<file path="src/rtl/msrv32_load_unit_seq.sv">
// Sequential load unit: issues a word-aligned data-memory read, waits for ready,
// then formats the byte/half/word into a registered result. Optional macro: MSRV32_LU_TIMEOUT_EN.
module msrv32_load_unit_seq #(
    parameter int TIMEOUT_CYCLES = 16
) (
    input  logic        ms_riscv32_mp_clk_in,
    input  logic        ms_riscv32_mp_rst_n_in,
    input  logic        load_req_in,
    input  logic [1:0]  load_size_in,
    input  logic        load_unsigned_in,
    input  logic [31:0] iadder_out_in,
    input  logic [31:0] ms_riscv32_mp_dmdata_in,
    input  logic        ms_riscv32_mp_dmready_in,
    output logic        ms_riscv32_mp_dmreq_out,
    output logic [31:0] ms_riscv32_mp_dmaddr_out,
    output logic [31:0] lu_output_out,
    output logic        lu_valid_out,
    output logic        lu_stall_out,
    output logic        misaligned_out,
    output logic        bus_err_out
);

    typedef enum logic [1:0] {
        ST_IDLE = 2'd0,
        ST_WAIT = 2'd1,
        ST_DONE = 2'd2
    } state_t;

    // Handshake: the request is held with a constant address until a cycle
    // with dmready high, in which dmdata is taken as the read data.
    state_t      state;
    logic [1:0]  offset_q;
    logic [1:0]  size_q;
    logic        unsigned_q;

    if (TIMEOUT_CYCLES < 2 || TIMEOUT_CYCLES > 255) begin : g_bad_timeout
        $error("TIMEOUT_CYCLES must lie in 2..255");
    end

    function automatic logic is_misaligned(input logic [1:0] size, input logic [1:0] addr);
        case (size)
            2'b00:   return 1'b0;
            2'b01:   return addr[0];
            default: return addr != 2'b00;
        endcase
    endfunction

    function automatic logic [31:0] format_data(input logic [31:0] data, input logic [1:0] off,
                                                input logic [1:0] size, input logic uns);
        logic [7:0]  b;
        logic [15:0] h;
        b = data[8*off +: 8];
        h = off[1] ? data[31:16] : data[15:0];
        case (size)
            2'b00:   return {{24{b[7] & ~uns}}, b};
            2'b01:   return {{16{h[15] & ~uns}}, h};
            default: return data;
        endcase
    endfunction

`ifdef MSRV32_LU_TIMEOUT_EN
    logic [7:0] wait_cnt;
    logic       bus_err_q;
    assign bus_err_out = bus_err_q;
`else
    assign bus_err_out = 1'b0;
`endif

    always_ff @(posedge ms_riscv32_mp_clk_in) begin
        if (!ms_riscv32_mp_rst_n_in) begin
            state                    <= ST_IDLE;
            offset_q                 <= 2'b00;
            size_q                   <= 2'b00;
            unsigned_q               <= 1'b0;
            ms_riscv32_mp_dmreq_out  <= 1'b0;
            ms_riscv32_mp_dmaddr_out <= 32'd0;
            lu_output_out            <= 32'd0;
            lu_valid_out             <= 1'b0;
            lu_stall_out             <= 1'b0;
            misaligned_out           <= 1'b0;
`ifdef MSRV32_LU_TIMEOUT_EN
            wait_cnt                 <= 8'd0;
            bus_err_q                <= 1'b0;
`endif
        end else begin
            lu_valid_out   <= 1'b0;
            misaligned_out <= 1'b0;
`ifdef MSRV32_LU_TIMEOUT_EN
            bus_err_q      <= 1'b0;
`endif
            case (state)
                ST_IDLE, ST_DONE: begin
                    state <= ST_IDLE;
                    if (load_req_in) begin
                        if (is_misaligned(load_size_in, iadder_out_in[1:0])) begin
                            misaligned_out <= 1'b1;
                        end else begin
                            offset_q                 <= iadder_out_in[1:0];
                            size_q                   <= load_size_in;
                            unsigned_q               <= load_unsigned_in;
                            ms_riscv32_mp_dmaddr_out <= {iadder_out_in[31:2], 2'b00};
                            ms_riscv32_mp_dmreq_out  <= 1'b1;
                            lu_stall_out             <= 1'b1;
                            state                    <= ST_WAIT;
`ifdef MSRV32_LU_TIMEOUT_EN
                            wait_cnt                 <= 8'd0;
`endif
                        end
                    end
                end
                ST_WAIT: begin
                    if (ms_riscv32_mp_dmready_in) begin
                        lu_output_out           <= format_data(ms_riscv32_mp_dmdata_in, offset_q,
                                                               size_q, unsigned_q);
                        lu_valid_out            <= 1'b1;
                        ms_riscv32_mp_dmreq_out <= 1'b0;
                        lu_stall_out            <= 1'b0;
                        state                   <= ST_DONE;
                    end
`ifdef MSRV32_LU_TIMEOUT_EN
                    // This idle cycle is the TIMEOUT_CYCLES-th one: abandon the access.
                    else if (wait_cnt == 8'(TIMEOUT_CYCLES - 1)) begin
                        ms_riscv32_mp_dmreq_out <= 1'b0;
                        lu_stall_out            <= 1'b0;
                        bus_err_q               <= 1'b1;
                        state                   <= ST_IDLE;
                    end else begin
                        wait_cnt <= wait_cnt + 8'd1;
                    end
`endif
                end
                default: begin
                    state                   <= ST_IDLE;
                    ms_riscv32_mp_dmreq_out <= 1'b0;
                    lu_stall_out            <= 1'b0;
                end
            endcase
        end
    end

endmodule

</file>
<file path="config.mk">
export PLATFORM = sky130hd
export DESIGN_NAME = msrv32_load_unit_seq
export DESIGN_NICKNAME = d
export VERILOG_FILES = /design/src/rtl/msrv32_load_unit_seq.sv
export SDC_FILE = /design/constraint.sdc
export NUM_CORES = 1
export LEC_CHECK = 0
export ABC_AREA = 1
export CORE_MARGIN = 8
export CORE_UTILIZATION = 45
export CTS_CLUSTER_DIAMETER = 30
export DETAILED_ROUTE_END_ITERATION = 8
export GPL_ROUTABILITY_DRIVEN = 0
export GPL_TIMING_DRIVEN = 0
export PLACE_DENSITY = 0.85
export SLEW_MARGIN = 5
export SYNTH_ARGS = -nofsm -noshare
export SYNTH_HDL_FRONTEND = slang
export SYNTH_SLANG_ARGS = --single-unit
</file>
<file path="constraint.sdc">
create_clock -name ms_riscv32_mp_clk_in -period 2.91 [get_ports ms_riscv32_mp_clk_in]
set_clock_uncertainty 0.15 [all_clocks]
set_input_delay 0.582 -clock ms_riscv32_mp_clk_in [delete_from_list [all_inputs] [get_ports ms_riscv32_mp_clk_in]]
set_output_delay 0.582 -clock ms_riscv32_mp_clk_in [all_outputs]
set_load 0.01 [all_outputs]
</file>
==> impl_metrics.ini <==
; physical design summary
[detailed_routing]
dr_wl_met2_um = 5260
drt_wl_total_um = 10300
drtIter0Drc = 168

[cts]
cts_resized = 0
cts_sinks = 72
cts_tree = built
hold_buffers = 0

[placement]
dp_cells = 669
place_area_um2 = 4643
preCtsSetupSlack_ns = 0.6071
hpwl_um = 8182

[worst_hold_path]
hp-class = register to register

[final_layout]
fin_nets = 655
n_antenna_cell = 0
logic_gates = 306
seq_area_um2 = 1441

[status]
outcome = finished, final reports clean

[worst_setup_path]
worst-path-buf-inv = 2
setup.worst_path.end = ms_riscv32_mp_dmreq_out
crit_type = register to output port
required_ns = 2.18

[power]
p_comb_frac = 0.223
vdd_drop_max_mv = 0.3415
p_int_uw = 1830
pwr_density_cell_nw_per_um2 = 518.3
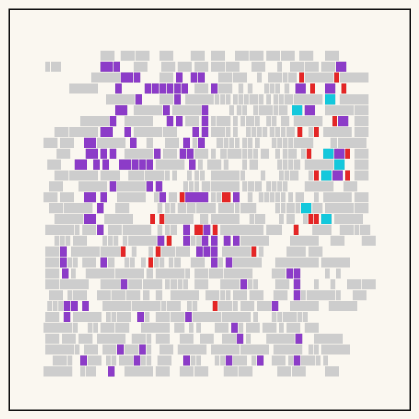
gate_families.png
Drawn at 4 px/µm.
AND-OR and OR-AND gates: in cyan, cells 7. inverters: in red, cells 26. inverting AOI/OAI gates: in purple, cells 106.
Top cell excl fill/tap: clkdlybuf4s50_1
Post-Layout Cell Count: 685
Comb area share: 0.2992

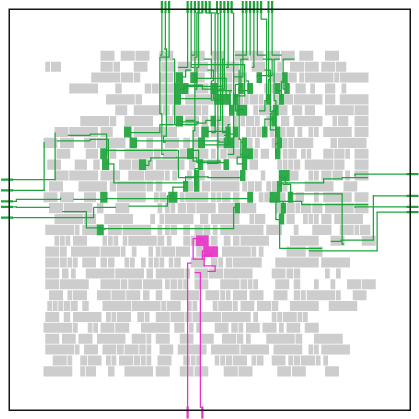
port_nets.png
Drawn at 4 px/µm.
load_size_in: in magenta, bits 2, direction input, edge south, end cells 4, buffers 2, wire 97.7 µm. ms_riscv32_mp_dmdata_in: in green, bits 32, direction input, edge 23 north, 5 west, 4 east, end cells 64, buffers 32, wire 1420 µm.
PortBufs: 135
I/O pin total: 140

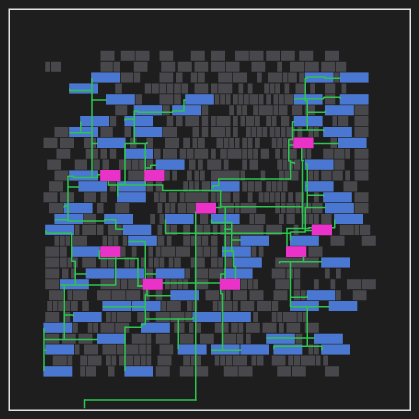
clock_map.png
Drawn at 4 px/µm.
clock wires: in green, length 883 µm. cells driving clock nets: in magenta, count 9. flip-flops: in blue, count 72.
There are 10 routed clock nets.
Clk network pwr share: 0.347
Clock group: 875 µW
clk latency late pin: 0.35 ns

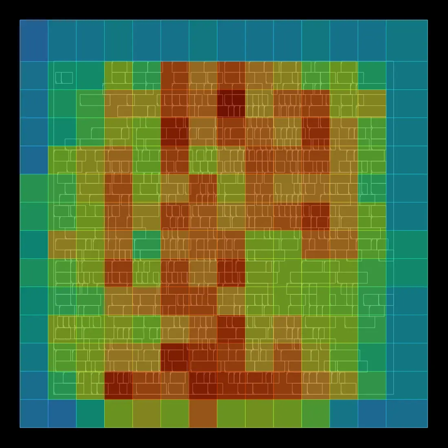
final_congestion.png
DR WL/cell: 15.04 µm
met2 usage: 0.3694
Final Core Density: 0.7158

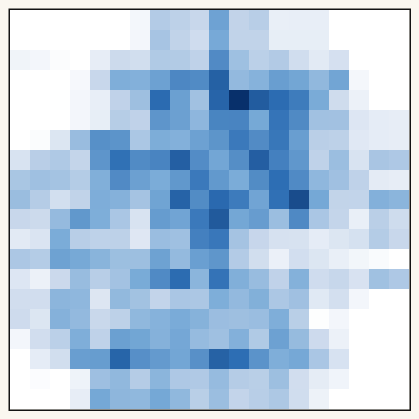
wire_density.png
Drawn at 4 px/µm. 20 x 20 tiles, from white (low) to dark blue (high), scaled to the fullest tile. Values are wire area over tile area, all layers added.
The emptiest ninth of the die: north-west. 24% of the tiles are over half the peak. 17% of the tiles are nearly empty. The densest ninth of the die: center.

No activity file was given, so power comes from the tool's default toggle rates.
